`config.mk`:
```
export PLATFORM = sky130hd
export DESIGN_NAME = comma_aligner
export DESIGN_NICKNAME = d
export VERILOG_FILES = /design/src/rtl/comma_aligner.sv
export SDC_FILE = /design/constraint.sdc
export NUM_CORES = 1
export LEC_CHECK = 0
export CORE_ASPECT_RATIO = 0.75
export CORE_UTILIZATION = 30
export DETAILED_ROUTE_END_ITERATION = 16
export PLACE_DENSITY = 0.48
export SLEW_MARGIN = 20
export SYNTH_ARGS = -nofsm -noshare
export SYNTH_HDL_FRONTEND = slang
export SYNTH_SLANG_ARGS = --single-unit
```
`constraint.sdc`:
```
create_clock -name clk -period 2.1 [get_ports clk]
set_input_delay 0.42 -clock clk [delete_from_list [all_inputs] [get_ports clk]]
set_output_delay 0.42 -clock clk [all_outputs]
set_load 0.02 [all_outputs]
```
`src/rtl/comma_aligner.sv`:
```
// Serial 8b10b comma aligner. It finds K28.5 in either disparity and keeps symbol
// alignment with a hunt/verify/locked FSM. It also deserialises aligned symbols.
// rst asserts asynchronously. Its release is expected to be synchronised to clk upstream.
module comma_aligner #(
    parameter int                SYM_W     = 10,
    parameter logic [SYM_W-1:0]  COMMA_NEG = SYM_W'(10'b0011111010),
    parameter logic [SYM_W-1:0]  COMMA_POS = SYM_W'(10'b1100000101),
    parameter int                LOCK_CNT  = 3,
    parameter int                LOSS_CNT  = 4,
    localparam int               PH_W      = $clog2(SYM_W)
) (
    input  logic             clk,
    input  logic             rst,
    input  logic             enb,
    input  logic             entrada,
    output logic             esk285,
    output logic             locked,
    output logic             lectura,
    output logic [SYM_W-1:0] dataOut,
    output logic             dataValid,
    output logic [PH_W-1:0]  phase
);

    typedef enum logic [1:0] {
        ST_HUNT   = 2'd0,
        ST_VERIFY = 2'd1,
        ST_LOCKED = 2'd2
    } state_e;

    state_e             state_q, state_d;
    logic [SYM_W-2:0]   shift_q, shift_d;
    logic [3:0]         fill_q, fill_d;
    logic [3:0]         good_q, good_d;
    logic [3:0]         bad_q, bad_d;
    logic [PH_W-1:0]    phase_q, phase_d;
    logic               esk_q, esk_d;
    logic               lect_q, lect_d;
    logic [SYM_W-1:0]   data_q, data_d;
    logic               dv_q, dv_d;

    logic [SYM_W-1:0]   window_s;
    logic               hit_s;
    logic               boundary_s;
    logic               realign_s;
    logic               capture_s;
    logic [3:0]         good_inc_s;
    logic [3:0]         bad_inc_s;

    function automatic logic [3:0] sat_inc(input logic [3:0] v);
        if (v == 4'hF) begin
            return v;
        end else begin
            return v + 4'd1;
        end
    endfunction

    assign window_s   = {shift_q, entrada};
    // Compares are suppressed until the shift register holds only received bits.
    assign hit_s      = (fill_q == 4'd0) &&
                        ((window_s == COMMA_NEG) || (window_s == COMMA_POS));
    assign boundary_s = (phase_q == PH_W'(SYM_W-1));
    assign good_inc_s = sat_inc(good_q);
    assign bad_inc_s  = sat_inc(bad_q);

    // Next-state logic: alignment FSM, counters, phase and symbol capture
    always_comb begin
        state_d   = state_q;
        shift_d   = shift_q;
        fill_d    = fill_q;
        good_d    = good_q;
        bad_d     = bad_q;
        phase_d   = phase_q;
        lect_d    = lect_q;
        data_d    = data_q;
        esk_d     = 1'b0;
        dv_d      = 1'b0;
        realign_s = 1'b0;
        capture_s = 1'b0;

        if (enb) begin
            shift_d = window_s[SYM_W-2:0];
            esk_d   = hit_s;
            if (fill_q != 4'd0) begin
                fill_d = fill_q - 4'd1;
            end else begin
                fill_d = fill_q;
            end
            if (boundary_s) begin
                phase_d = '0;
            end else begin
                phase_d = phase_q + PH_W'(1);
            end

            case (state_q)
                ST_HUNT: begin
                    if (hit_s) begin
                        realign_s = 1'b1;
                        good_d    = 4'd1;
                        bad_d     = 4'd0;
                        state_d   = (LOCK_CNT == 1) ? ST_LOCKED : ST_VERIFY;
                    end else begin
                        state_d = ST_HUNT;
                    end
                end
                ST_VERIFY: begin
                    if (hit_s && boundary_s) begin
                        good_d = good_inc_s;
                        if (good_inc_s >= 4'(LOCK_CNT)) begin
                            state_d = ST_LOCKED;
                        end else begin
                            state_d = ST_VERIFY;
                        end
                    end else if (hit_s) begin
                        realign_s = 1'b1;
                        good_d    = 4'd1;
                    end else begin
                        state_d = ST_VERIFY;
                    end
                end
                ST_LOCKED: begin
                    if (hit_s && boundary_s) begin
                        bad_d  = 4'd0;
                        lect_d = ~lect_q;
                    end else if (hit_s) begin
                        bad_d = bad_inc_s;
                        // Loss of lock does not realign; HUNT picks up the next comma.
                        if (bad_inc_s >= 4'(LOSS_CNT)) begin
                            state_d = ST_HUNT;
                            lect_d  = 1'b0;
                            good_d  = 4'd0;
                            bad_d   = 4'd0;
                        end else begin
                            state_d = ST_LOCKED;
                        end
                    end else begin
                        state_d = ST_LOCKED;
                    end
                end
                default: begin
                    state_d = ST_HUNT;
                    good_d  = 4'd0;
                    bad_d   = 4'd0;
                    lect_d  = 1'b0;
                end
            endcase

            capture_s = realign_s || (boundary_s && (state_q != ST_HUNT));
            if (realign_s) begin
                phase_d = '0;
            end else begin
                phase_d = phase_d;
            end
            if (capture_s) begin
                data_d = window_s;
                dv_d   = 1'b1;
            end else begin
                data_d = data_q;
            end
        end else begin
            esk_d = 1'b0;
            dv_d  = 1'b0;
        end
    end

    // State and output registers with asynchronous active-low reset
    always_ff @(posedge clk or negedge rst) begin
        if (!rst) begin
            state_q <= ST_HUNT;
            shift_q <= '0;
            fill_q  <= 4'(SYM_W-1);
            good_q  <= 4'd0;
            bad_q   <= 4'd0;
            phase_q <= '0;
            esk_q   <= 1'b0;
            lect_q  <= 1'b0;
            data_q  <= '0;
            dv_q    <= 1'b0;
        end else begin
            state_q <= state_d;
            shift_q <= shift_d;
            fill_q  <= fill_d;
            good_q  <= good_d;
            bad_q   <= bad_d;
            phase_q <= phase_d;
            esk_q   <= esk_d;
            lect_q  <= lect_d;
            data_q  <= data_d;
            dv_q    <= dv_d;
        end
    end

    assign esk285    = esk_q;
    assign locked    = (state_q == ST_LOCKED);
    assign lectura   = lect_q;
    assign dataOut   = data_q;
    assign dataValid = dv_q;
    assign phase     = phase_q;

endmodule

```
Figure 1. Where the registers sit.
Bar = 20 um. Other sequential cells in the stronger gray, the rest of the logic in the fainter gray.
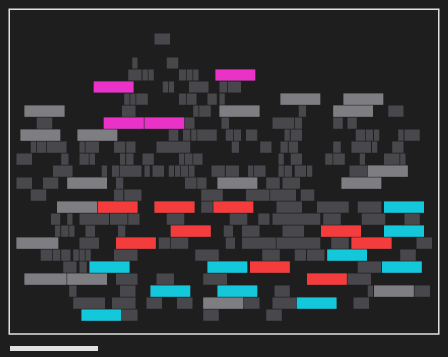
Cyan stands for dataOut, placed flops 10. Magenta stands for good_q, placed flops 4. Red stands for shift_q, placed flops 9.

Figure 2. Routed metal, one color a layer.
Bar = 20 um. Only two layers are drawn.
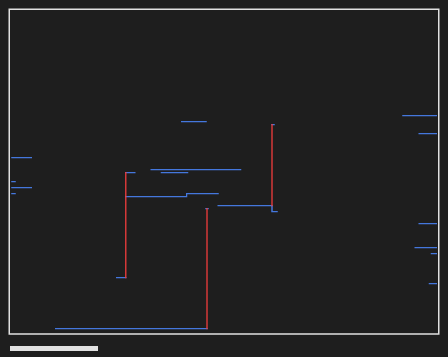
Blue stands for M3, wire length 140 um. Red stands for M4, wire length 69.4 um.

==> results.tsv <==
stage	metric	value	unit
floorplanning	total I/O pin count	22	
synth	share of Yosys cell area claimed by the top area cell type	0.469	
route	# DRC	0	
synth	cell taking the most area after synthesis	dfrtp_1	
global_routing	maximum number of pins on one net before global-route repair	41	
route	met3 wire length	139	um
critical_path	worst r2r src	shift_q[0]	
sta	slew at the pin closest to its max-slew limit	390	ps
floorplanning	die width	96.9	um
floorplanning	Floorplan Core Area	6410	um2
critical_path	count of cell instances traversed by the critical path	8	
clock_network	number of buffers created by CTS	5	
pwr	total sequential power	1.07	mW
synth	synthesized cell area	2030	um2
critical_path	setup slack of the most critical reg-to-reg path	170	ps
sta	worst-case headroom to the max-slew limit	0.738	
pwr	largest vdd supply drop	0.000504	V
synth	Yosys Instances	182	
pwr	switching power	693	uW
route	average wire length per cell after detail routing	13.7	um
global_routing	most used routing layer in global routing	met1	
synth	number of synthesized register bits	40	
route	highest metal used	met4	
sta	Final Hold Slack	71.8	ps
clock_network	insertion delay of the later-clocked pin in the worst-skew pair	300	ps
finish	final non-filler cell area	2590	um2
pwr	Logic pwr share	0.230	
synth	Synth top cell by count	dfrtp_1	
synth	synthesized netlist net count	191	
floorplanning	DIE HEIGHT	73.2	um
placed_design	Placed Instances	292	
clock_network	CTS Buffer Depth	2	
critical_path	startpoint of the most critical setup path	entrada	
critical_path	capture instance of the worst register-to-register path	dataOut[7]	
clock_network	number of hold buffers added after CTS	0	
critical_path	crit path capture type	register	
finish	buffer share of cell area	0.130	
sta	count of final max-slew check failures	0	
sta	Tcrit/Tclk final	0.953	
clock_network	clk sink count	40	
job	max-capacitance violation count	0	
run_status	outcome	completed	
floorplanning	chip footprint	7100	um2
critical_path	worst r2r path cells	7	
finish	share of cells above drive strength 1	0.256	
synth	Yosys warning total	0	
clock_network	post-cts sizing count	0	
finish	FF+latch area	1000	um2
global_routing	met1 usage in global routing	0.197	
synth	share of flip-flops with an asynchronous set or reset after synthesis	1.00	
pwr	share of total power in the clock network	0.289	
placed_design	Port Buf Inserts	21	
sta	unrepaired setup endpoints after global routing	no	
sta	Achievable Freq	0.500	GHz
pwr	sequential power share	0.482	
Power and IR drop assume default switching activity.
